### src/rtl/result_accum_pkg.sv
// Shared types and default sizing for the result accumulator.
// State encoding plus the default DATA_WIDTH, SUM_WIDTH and COUNT.
package result_accum_pkg;

  typedef enum logic [1:0] {
    IDLE  = 2'd0,
    ACCUM = 2'd1,
    EMIT  = 2'd2
  } state_t;

  localparam int DEF_DATA_WIDTH = 4;
  localparam int DEF_SUM_WIDTH  = 8;
  localparam int DEF_COUNT      = 4;

endpackage

### src/rtl/result_accum_if.sv
// Sample-in / sum-out handshake bundle for result_accum, with the synchronous clear.
// master = upstream/downstream side, slave = the accumulator.
interface result_accum_if
  import result_accum_pkg::*;
#(
  parameter int DATA_WIDTH = DEF_DATA_WIDTH,
  parameter int SUM_WIDTH  = DEF_SUM_WIDTH
);
  logic                  clr;
  logic                  in_valid;
  logic [DATA_WIDTH-1:0] in_data;
  logic                  in_ready;
  logic                  out_valid;
  logic                  out_ready;
  logic [SUM_WIDTH-1:0]  out_sum;
  logic                  out_ovf;

  modport master (
    output clr, in_valid, in_data, out_ready,
    input  in_ready, out_valid, out_sum, out_ovf
  );

  modport slave (
    input  clr, in_valid, in_data, out_ready,
    output in_ready, out_valid, out_sum, out_ovf
  );
endinterface

### src/rtl/result_accum_sat_add.sv
// Combinational unsigned add of a zero-extended sample onto the running sum,
// clamped at all-ones; sat flags that the clamp engaged. Zero latency, no flow control.
module sat_add
  import result_accum_pkg::*;
#(
  parameter int DATA_WIDTH = DEF_DATA_WIDTH,
  parameter int SUM_WIDTH  = DEF_SUM_WIDTH
) (
  input  logic [SUM_WIDTH-1:0]  a,
  input  logic [DATA_WIDTH-1:0] b,
  output logic [SUM_WIDTH-1:0]  sum,
  output logic                  sat
);
  logic [SUM_WIDTH:0] full;

  always_comb begin
    full = {1'b0, a} + (SUM_WIDTH+1)'(b);
    sat  = full[SUM_WIDTH];
    sum  = sat ? '1 : full[SUM_WIDTH-1:0];
  end
endmodule

### src/rtl/result_accum.sv
// Sums COUNT accepted samples (saturating) and offers the total; out_valid one cycle after
// the last accept. in_ready drops while a sum waits for out_ready or while clr is high.
module result_accum
  import result_accum_pkg::*;
#(
  parameter int DATA_WIDTH = DEF_DATA_WIDTH,
  parameter int SUM_WIDTH  = DEF_SUM_WIDTH,
  parameter int COUNT      = DEF_COUNT
) (
  input  logic           clk,
  input  logic           rst_n,
  result_accum_if.slave  bus
);
  localparam int          CW      = $clog2(COUNT + 1);
  localparam logic [CW-1:0] COUNT_C = CW'(COUNT);
  localparam logic [CW-1:0] ONE_C   = CW'(1);

  state_t               state_q, state_d;
  logic [SUM_WIDTH-1:0] sum_q, sum_d;
  logic [CW-1:0]        cnt_q, cnt_d;
  logic                 ovf_q, ovf_d;

  logic                 accept;
  logic [SUM_WIDTH-1:0] add_a;
  logic [SUM_WIDTH-1:0] add_sum;
  logic                 add_sat;
  logic [CW-1:0]        cnt_inc;

  // Adding onto zero in IDLE doubles as the zero-extended load of the first sample.
  assign add_a   = (state_q == ACCUM) ? sum_q : '0;
  assign cnt_inc = cnt_q + ONE_C;

  sat_add #(
    .DATA_WIDTH (DATA_WIDTH),
    .SUM_WIDTH  (SUM_WIDTH)
  ) u_sat_add (
    .a   (add_a),
    .b   (bus.in_data),
    .sum (add_sum),
    .sat (add_sat)
  );

  assign bus.in_ready  = (state_q != EMIT) && !bus.clr;
  assign bus.out_valid = (state_q == EMIT);
  assign bus.out_sum   = sum_q;
  assign bus.out_ovf   = ovf_q;
  assign accept        = bus.in_valid && bus.in_ready;

  always_comb begin
    state_d = state_q;
    sum_d   = sum_q;
    cnt_d   = cnt_q;
    ovf_d   = ovf_q;
    if (bus.clr) begin
      state_d = IDLE;
      sum_d   = '0;
      cnt_d   = '0;
      ovf_d   = 1'b0;
    end else begin
      case (state_q)
        IDLE: begin
          if (accept) begin
            sum_d   = add_sum;
            cnt_d   = ONE_C;
            ovf_d   = add_sat;
            state_d = (ONE_C == COUNT_C) ? EMIT : ACCUM;
          end
        end
        ACCUM: begin
          if (accept) begin
            sum_d   = add_sum;
            cnt_d   = cnt_inc;
            ovf_d   = ovf_q | add_sat;
            if (cnt_inc == COUNT_C) state_d = EMIT;
          end
        end
        EMIT: begin
          if (bus.out_ready) begin
            state_d = IDLE;
            sum_d   = '0;
            cnt_d   = '0;
            ovf_d   = 1'b0;
          end
        end
        default: begin
          state_d = IDLE;
          sum_d   = '0;
          cnt_d   = '0;
          ovf_d   = 1'b0;
        end
      endcase
    end
  end

  always_ff @(posedge clk or negedge rst_n) begin
    if (!rst_n) begin
      state_q <= IDLE;
      sum_q   <= '0;
      cnt_q   <= '0;
      ovf_q   <= 1'b0;
    end else begin
      state_q <= state_d;
      sum_q   <= sum_d;
      cnt_q   <= cnt_d;
      ovf_q   <= ovf_d;
    end
  end
endmodule

### src/flat_wrapper.sv
// flat-port wrapper written by rule: the top's interface ports become plain ports
module result_accum_flat import result_accum_pkg::*;
#(
  parameter int DATA_WIDTH = DEF_DATA_WIDTH,
  parameter int SUM_WIDTH  = DEF_SUM_WIDTH,
  parameter int COUNT      = DEF_COUNT
)
  (clk, rst_n, bus_clr, bus_in_valid, bus_in_data, bus_out_ready, bus_in_ready, bus_out_valid, bus_out_sum, bus_out_ovf);
  result_accum_if #(.DATA_WIDTH(DATA_WIDTH), .SUM_WIDTH(SUM_WIDTH)) bus_i ();
  input  logic clk;
  input  logic rst_n;
  input wire logic [$bits(bus_i.clr)-1:0] bus_clr;
  input wire logic [$bits(bus_i.in_valid)-1:0] bus_in_valid;
  input wire logic [$bits(bus_i.in_data)-1:0] bus_in_data;
  input wire logic [$bits(bus_i.out_ready)-1:0] bus_out_ready;
  output wire logic [$bits(bus_i.in_ready)-1:0] bus_in_ready;
  output wire logic [$bits(bus_i.out_valid)-1:0] bus_out_valid;
  output wire logic [$bits(bus_i.out_sum)-1:0] bus_out_sum;
  output wire logic [$bits(bus_i.out_ovf)-1:0] bus_out_ovf;
  assign bus_i.clr = bus_clr;
  assign bus_i.in_valid = bus_in_valid;
  assign bus_i.in_data = bus_in_data;
  assign bus_i.out_ready = bus_out_ready;
  assign bus_in_ready = bus_i.in_ready;
  assign bus_out_valid = bus_i.out_valid;
  assign bus_out_sum = bus_i.out_sum;
  assign bus_out_ovf = bus_i.out_ovf;
  result_accum #(.DATA_WIDTH(DATA_WIDTH), .SUM_WIDTH(SUM_WIDTH), .COUNT(COUNT)) u_core (.clk(clk), .rst_n(rst_n), .bus(bus_i));
endmodule
### config.mk
export PLATFORM = sky130hd
export DESIGN_NAME = result_accum_flat
export DESIGN_NICKNAME = d
export VERILOG_FILES = /design/src/rtl/result_accum_pkg.sv /design/src/rtl/result_accum_if.sv /design/src/rtl/result_accum_sat_add.sv /design/src/rtl/result_accum.sv /design/src/flat_wrapper.sv
export SDC_FILE = /design/constraint.sdc
export NUM_CORES = 1
export LEC_CHECK = 0
export CAP_MARGIN = 20
export CORE_MARGIN = 2
export CORE_UTILIZATION = 25
export DETAILED_ROUTE_END_ITERATION = 16
export GPL_TIMING_DRIVEN = 0
export HOLD_SLACK_MARGIN = 0.06
export PLACE_DENSITY = 0.52
export SYNTH_ARGS = -nofsm -noshare
export SYNTH_HDL_FRONTEND = slang
export SYNTH_SLANG_ARGS = --single-unit
export TNS_END_PERCENT = 50
### constraint.sdc
create_clock -name clk -period 3.1 [get_ports clk]
set_input_delay 0.31 -clock clk [delete_from_list [all_inputs] [get_ports clk]]
set_output_delay 0.31 -clock clk [all_outputs]
set_load 0.01 [all_outputs]
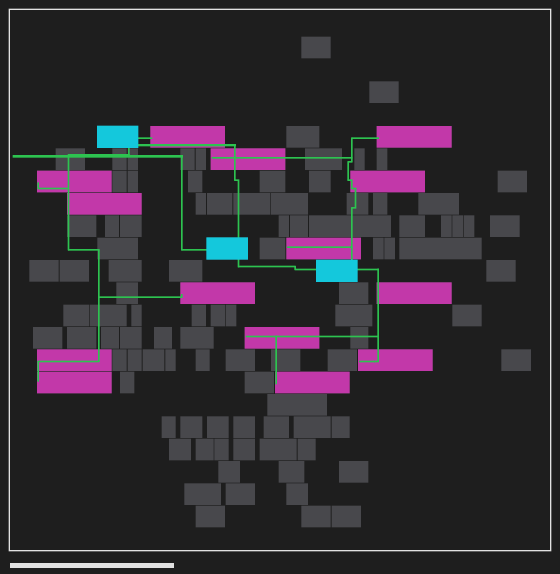
Fig. 1. Routed clock nets over the placement (run 1).
Bar = 20 um.
legend:
  cyan:
    item: clock drivers
    count: 3
  magenta:
    item: flip-flops
    count: 14
  green:
    item: clock wires
    length: 228 um
routed clock nets: 4
clk_lat worst skew: 0.25 ns
Clock Skew: 0.00324 ns
clock network power share: 40.0%

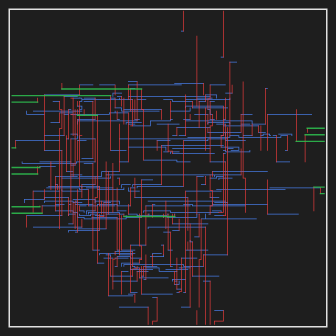
Fig. 2. Metal layers overlaid (run 1).
legend:
  blue:
    layer: metal 1
    wire_length: 1,110 um
  red:
    layer: metal 2
    wire_length: 1,040 um
  green:
    layer: metal 3
    wire_length: 96.8 um
Tot GR Track Use: 11.7%
vias: 792
routed wire length: 2250 um

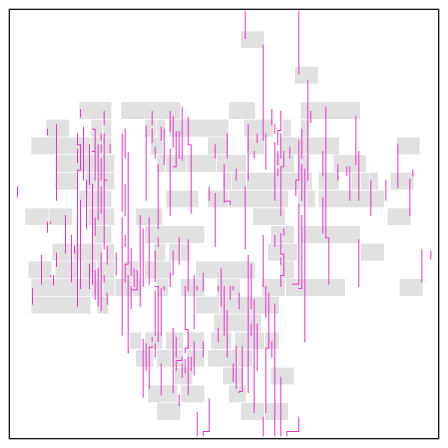
Fig. 3. The metal 2 layer (run 1).
Cells faint in the background.
wire length on this layer: 1,040 um
longest straight run: 26.5 um

==> flow_summary.ini, run 1 <==
; generated from flow reports
[final_layout]
fillers = 382
final_cells = 161
syn2layout_area_growth_pct = 32.0
nets = 130
layout_top_cells = clkdlybuf4s50_1 (19), dfrtp_1 (14), nor2_1 (8), ha_1 (6)
largest_reg_flops = 8

[critical_path]
cpPeakStageDelay_ns = 0.46
critPathTopFamily = AND-OR/OR-AND gates
crit_path_end_kind = flip-flop
worstPathRequired_ns = 3.23
cp-start-kind = flip-flop
cp-endpoint = u_core.bus.out_sum[0]
path_class = flip-flop to flip-flop
crit_fanout = 7
critical_path_arrival_ns = 2.67
crit_cells = 8

[synthesis]
synth_stat.cells = 90
synth-seq-cells = 14
synthCells = 90
ys.warnings.count = 0
syn_avg_cell_area_um2 = 10.6
fa_ha_area_share_pct = 9.97

[floorplan]
die_y_um = 65.8
rows = 22
io_pins = 20

[pwr]
cellLeakagePower_uw = 0.000589

[detailed_routing]
drt-pass1-iter-count = 4
drtIter0Drc = 23
ant_nets = 0

[sta]
tightest_slew_ns = 0.693
min_period_ns = 2.53
finalHoldViolCount = 0
maxSlewHeadroom_pct = 53.6
fin_hold_ws_ns = 0.481
min_period_over_period_pct = 81.8

[clock_network]
numCtsBuffers = 3
cts-resized-gates = 0
clock_sinks = 14
postCtsHoldBufs = 0
path_clk_slew_ns = 0.06

[grt]
antenna_found_initial = 0
grt_remaining_overflow = 0
grt_pass1_wl_um = 3880

[outcome]
outcome = completed

[run]
drv_cap = 0

[place]
portBuffers = 19
dp_cells = 157
## run 1: synthesized netlist by cell type
cell type	instances
mux2_2	1
a21o_1	3
a22o_1	2
a211oi_1	4
and2_1	4
buf_6	2
a21oi_1	4
and4bb_1	1
a41oi_1	1
a211oi_2	1
xor2_1	2
nand3_1	5
or4_1	1
nor3b_1	1
ha_1	6
and3_2	1
nor2b_1	1
dfrtp_1	14
nand4_1	1
nand2_1	5
a211o_1	1
or2_4	1
o32ai_4	1
o21a_1	1
nor3_1	1
nand3b_1	1
a221o_1	4
nand2b_4	1
and3_1	1
nor2_1	8
o21ai_0	4
fa_1	1
and4_4	1
o31ai_1	1
nand4bb_4	1
inv_1	2
## run 1: metrics by stage
stage,area (um^2),total power (uW),util (%)
2_1_floorplan,953,237,-
3_3_place_gp,1200,273,32.9
3_5_place_dp,1200,274,32.9
4_1_cts,1260,461,34.4
5_1_grt,1260,480,34.4
6_report,1260,451,34.4
## run 1: cell type report
class                   instances  area (um^2)  share of cell area [%]
repair buffers                 19          190                    15.1
multi-input cells              72          573                    45.5
clock buffers                   4         55.1                    4.37
plain buffers                   2         22.5                    1.79
well taps                      48         60.1                    4.77
flip-flops and latches         14          350                    27.8
inverters                       2         7.51                   0.596
## run 1: where the power goes
| group | internal [uW] | switching, uW | leakage [uW] |
|---|---|---|---|
| logic | 38.4 | 35.4 | 0.000370 |
| registers | 189 | 7.46 | 0.000190 |
| clock network | 113 | 68.0 | 0.0000288 |
| total | 340 | 111 | 0.000589 |
## run 1: metal layers
| layer | track usage, % | wire length, um | up-vias |
|---|---|---|---|
| li1 | - | - | 390 |
| met5 | 0 | 0 | - |
| met3 | 3.60 | 96 | 0 |
| met4 | 3.65 | 0 | 0 |
| met2 | 17.2 | 1040 | 20 |
| met1 | 16.4 | 1110 | 382 |
Fig. 4: run 1, signal wires on met3
Bar = 20 um. Cells faint in the background.
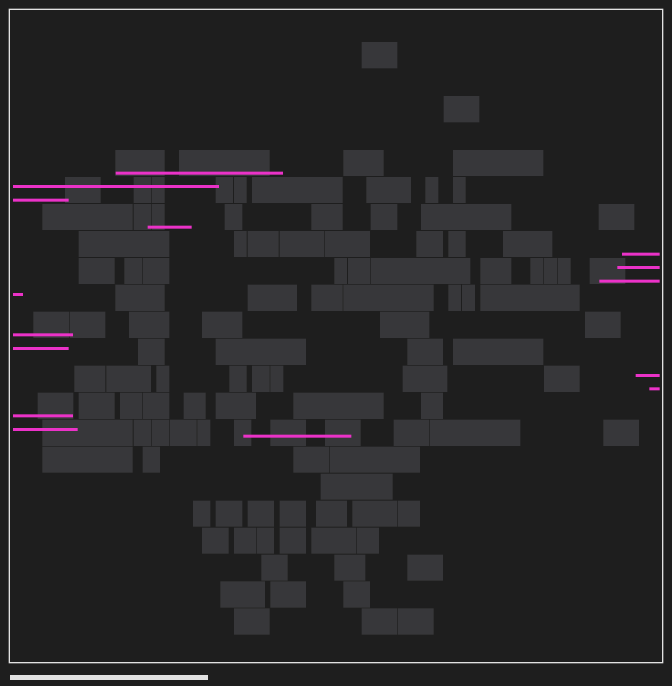

==> run 2: changes to the inputs <==
--- a/config.mk
+++ b/config.mk
@@ -11,7 +11,7 @@
 export DETAILED_ROUTE_END_ITERATION = 16
 export GPL_TIMING_DRIVEN = 0
 export HOLD_SLACK_MARGIN = 0.06
-export PLACE_DENSITY = 0.52
+export PLACE_DENSITY = 0.54
 export SYNTH_ARGS = -nofsm -noshare
 export SYNTH_HDL_FRONTEND = slang
 export SYNTH_SLANG_ARGS = --single-unit
==> constraint.sdc (replaced) <==
create_clock -name clk -period 2.3 [get_ports clk]
set_input_delay 0.23 -clock clk [delete_from_list [all_inputs] [get_ports clk]]
set_output_delay 0.23 -clock clk [all_outputs]
set_load 0.01 [all_outputs]
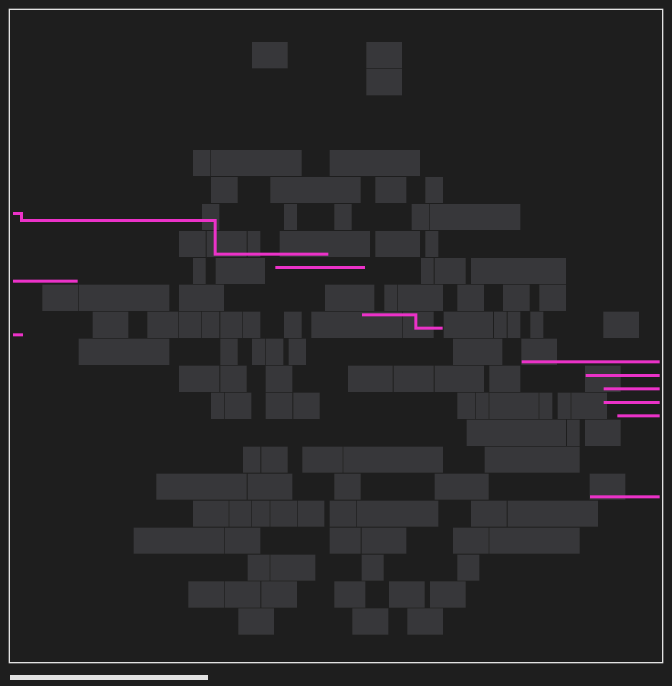
Fig. 5. Signal wires on met3 (run 2).
Bar = 20 um. Cells faint in the background.
main direction: horizontal
wire length on this layer: 103 um

==> run 2 against run 1 <==
Compared with the run above: via count is 0.38% higher; global-route usage barely moved; largest power group unchanged; first-iteration DRC count rose by 4.3%; clock skew down 0.0018 ns; non-clock buffer count up 2; highest routed layer unchanged; critical endpoint is now u_core.bus.out_sum[2]; register-to-register slack worse by 0.46 ns; fmax increased by 16%; sequential power up 33%; critical path type unchanged; clock power rose by 33%; routed wire length grew 0.49%.
==> flow_summary.ini, run 2 <==
; generated from flow reports
[synthesis]
edf_count = 0
synth-async-reset-ratio_pct = 100
synth_top_cell_by_count = dfrtp_1
ys.warnings.count = 0
ys_top_cells_by_count = dfrtp_1 (14), nor2_1 (8), ha_1 (6), nand2_1 (5), nand3_1 (5)
fa_ha_area_share_pct = 9.97
synth-seq-cells = 14
syn_avg_cell_area_um2 = 10.6

[clock_network]
postCtsHoldBufs = 0

[sta]
finalHoldViolCount = 0
tightest_slew_ns = 0.683
maxSlewHeadroom_pct = 54.3

[detailed_routing]
ant_nets = 0

[grt]
grt_pass1_wl_um = 3860
busiest_layer = met2
track_usage_pct = 11.8

[place]
portBuffers = 19

[pwr]
p_switching_uw = 149
cellLeakagePower_uw = 0.000596
power_leader = registers
p_seq_share_pct = 42.9

[outcome]
outcome = completed

[critical_path]
cp-start-kind = flip-flop
path_class = flip-flop to flip-flop

[final_layout]
syn2layout_area_growth_pct = 35.2
final_cells = 163
[run 2: cell counts after synthesis]
No cell type changed its count.
[run 2: cell families after synthesis]
group | Yosys count
AND/OR/NAND/NOR | 35
adder cells (fa/ha/maj) | 7
AND-OR/OR-AND | 27
buffers and inverters | 4
flip-flops | 14
multiplexers | 1
XOR/XNOR | 2
[run 2: what timing repair did]
item                       in CTS  in global routing
pin swaps                       1                  0
gates resized                   2                  2
setup endpoints to repair       7                  9
setup buffers                   2                  0
[run 2: final timing paths]
check	from	to	slack, ns	depth (start not counted)
hold / removal	rst_n	u_core.bus.out_sum[1]	0.40	1
hold reg to reg	u_core.cnt_q[2]	u_core.cnt_q[2]	0.52	1
max in group asynchronous	rst_n	u_core.state_q[0]	1.42	1
setup reg to reg	u_core.state_q[0]	u_core.bus.out_sum[2]	0.11	8
min in group clk	u_core.cnt_q[2]	u_core.cnt_q[2]	0.52	1
setup / recovery	u_core.state_q[0]	u_core.bus.out_sum[2]	0.11	8
[run 2: metal layers]
layer,wire length [um],part of all wire (%)
met1,1110,49
met2,1050,46
met3,102,4.5
met4,0,0
met5,0,0
[run 2: metrics by stage]
stage	utilization (%)	hold slack (ns)	setup slack, ns	power, uW	area (um^2)
after global placement	33.0	0.492	-0.158	369	1210
after CTS	35.0	0.425	0.0176	620	1280
after detailed placement	33.0	0.510	-0.179	372	1210
after floorplan	-	-0.0656	0.0346	321	957
after global routing	35.2	0.456	0.0308	647	1290
final	35.2	0.400	0.108	611	1290
[run 2: final cells by class]
class                           instances  area, um^2
Clock buffer                            4        55.1
Tap cell                               48        60.1
Sequential cell                        14         353
Inverter                                2        7.51
Buffer                                  2        22.5
Timing Repair Buffer                   21         205
Fill cell                             362        2370
Multi-Input combinational cell         72         586
==> run 3: changes to the inputs <==
--- a/config.mk
+++ b/config.mk
@@ -11,8 +11,9 @@
 export DETAILED_ROUTE_END_ITERATION = 16
 export GPL_TIMING_DRIVEN = 0
 export HOLD_SLACK_MARGIN = 0.06
-export PLACE_DENSITY = 0.54
+export PLACE_DENSITY = 0.52
 export SYNTH_ARGS = -nofsm -noshare
 export SYNTH_HDL_FRONTEND = slang
+export SYNTH_HIERARCHICAL = 1
 export SYNTH_SLANG_ARGS = --single-unit
 export TNS_END_PERCENT = 50
==> constraint.sdc (replaced) <==
create_clock -name clk -period 2.2 [get_ports clk]
set_input_delay 0.22 -clock clk [delete_from_list [all_inputs] [get_ports clk]]
set_output_delay 0.22 -clock clk [all_outputs]
set_load 0.01 [all_outputs]
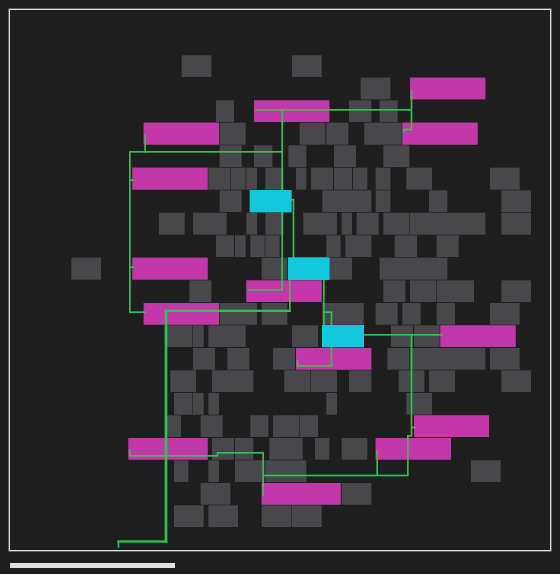
Fig. 6. Routed clock nets over the placement (run 3).
Bar = 20 um.
legend:
  green:
    item: clock wires
    length: 260 um
  cyan:
    item: clock drivers
    count: 3
  magenta:
    item: flip-flops
    count: 14
routed clock nets: 4

==> run 3 against run 2 <==
Compared with the run above: the flow now finishes with violations (setup timing); worst setup slack got worse by 0.21 ns; via count rose by 6.4%; sequential share of layout area fell by 2.0 points; worst hold slack got worse by 0.0059 ns; clock-buffer cell count did not move; area after synthesis fell by 1.6%; fmax fell by 4.9%; utilization rose by 3.0 points; clock skew barely moved; design area rose by 7.8%; sequential cell count did not move; sequential power rose by 5%; largest power group unchanged.
==> flow_summary.ini, run 3 <==
; generated from flow reports
[outcome]
outcome = finished with violations
violations = setup timing

[sta]
maxSlewHeadroom_pct = 53.7
fin_hold_ws_ns = 0.394
tightest_slew_ns = 0.693
setup_viol_count_final = 6
finalHoldViolCount = 0
worst_slack_ns = -0.106

[clock_network]
post-cts-setup-buffers = 9
cts-resized-gates = 6

[synthesis]
synth-async-reset-ratio_pct = 100
synth_top_cell_by_count = dfrtp_1
syn_avg_cell_area_um2 = 10.2
ys.warnings.count = 6

[place]
dp_slack_ns = -0.290
post_dp_cell_area_mm2 = 0.00120

[final_layout]
design_area_mm2 = 0.00139
final_cells = 176

[pwr]
total_power_uw = 652
p_seq_share_pct = 42.0
cellLeakagePower_uw = 0.000622

[grt]
grt_pass1_wl_um = 3740

[critical_path]
cp-start-kind = flip-flop

[detailed_routing]
ant_nets = 0
run 3: cell count changes after synthesis, moves of 3 or more:
cell and change:
and2_1 +5, a22o_1 +8, a221o_1 -4, a211oi_1 -3, nand3_1 -4, nor2_1 -5
run 3: worst register-to-register path, cell delays in order, from the launching register on:
cell and delay, ns:
dfrtp_2 0.40, nor2b_4 0.14, and2_4 0.14, ha_4 0.15, fa_2 0.33, a21o_1 0.21, a21oi_4 0.21, nor2_4 0.05
or3b_1 0.38, a22o_1 0.18
run 3: cell families after synthesis:
group | share of synthesized area [%]
flops | 37.3
buf+inv | 1.60
simple gates | 22.4
compound gates | 24.5
fa+ha+maj | 10.1
mux | 1.20
xor+xnor | 2.80
run 3: final cells by class:
| cell class | count | area, um^2 | area share (%) |
|---|---|---|---|
| inverter | 1 | 3.75 | 0.270 |
| clock buffer | 4 | 55.1 | 3.96 |
| buffer | 2 | 11.3 | 0.811 |
| sequential | 14 | 353 | 25.4 |
| multi-input combinational | 75 | 618 | 44.5 |
| timing repair buffer | 32 | 288 | 20.7 |
| tap | 48 | 60.1 | 4.32 |
run 3: worst paths after layout:
path | startpoint | endpoint | depth (start not counted)
max | u_core/state_q[0] | u_core/bus.out_sum[5] | 9
min | rst_n | u_core/bus.out_ovf | 1
max reg2reg | u_core/state_q[0] | u_core/bus.out_sum[5] | 9
min reg2reg | u_core/bus.out_ovf | u_core/bus.out_ovf | 1
max in group asynchronous | rst_n | u_core/state_q[1] | 1
min in group clk | u_core/bus.out_ovf | u_core/bus.out_ovf | 1
run 3: layer usage:
metal / vias up / track usage, % / routed length [um]
li1: 422 / - / -
met3: 2 / 2.05 / 66
met4: 0 / 5.47 / 27
met5: - / 0 / 0
met2: 13 / 19.1 / 1090
met1: 409 / 14.7 / 1090

==> screenshots <==
Routing congestion.
Plate I
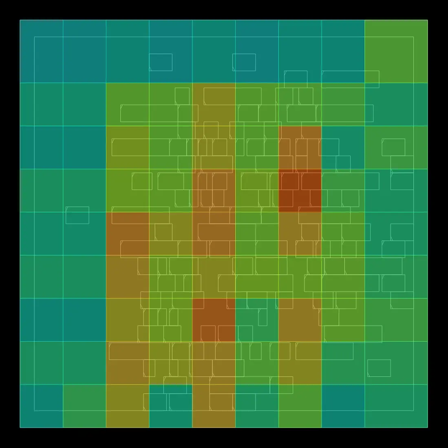
Plate II
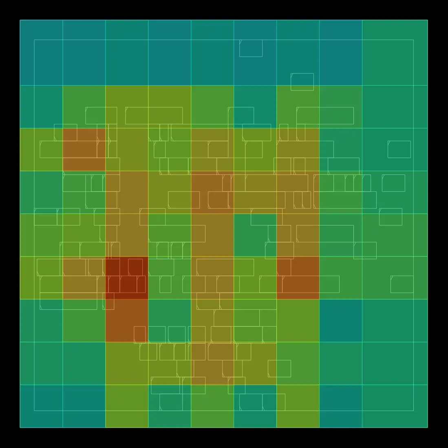
Plate III
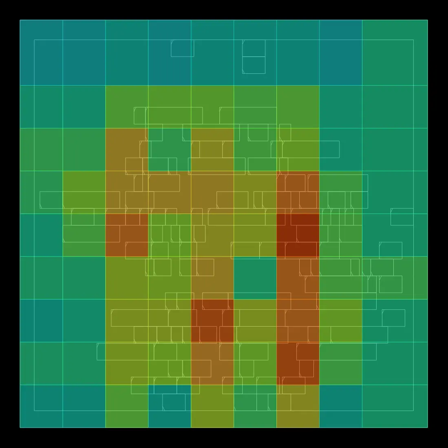
run 3: Plate I
run 2: Plate III
run 1: Plate II

No activity file was given, so power comes from the tool's default toggle rates.
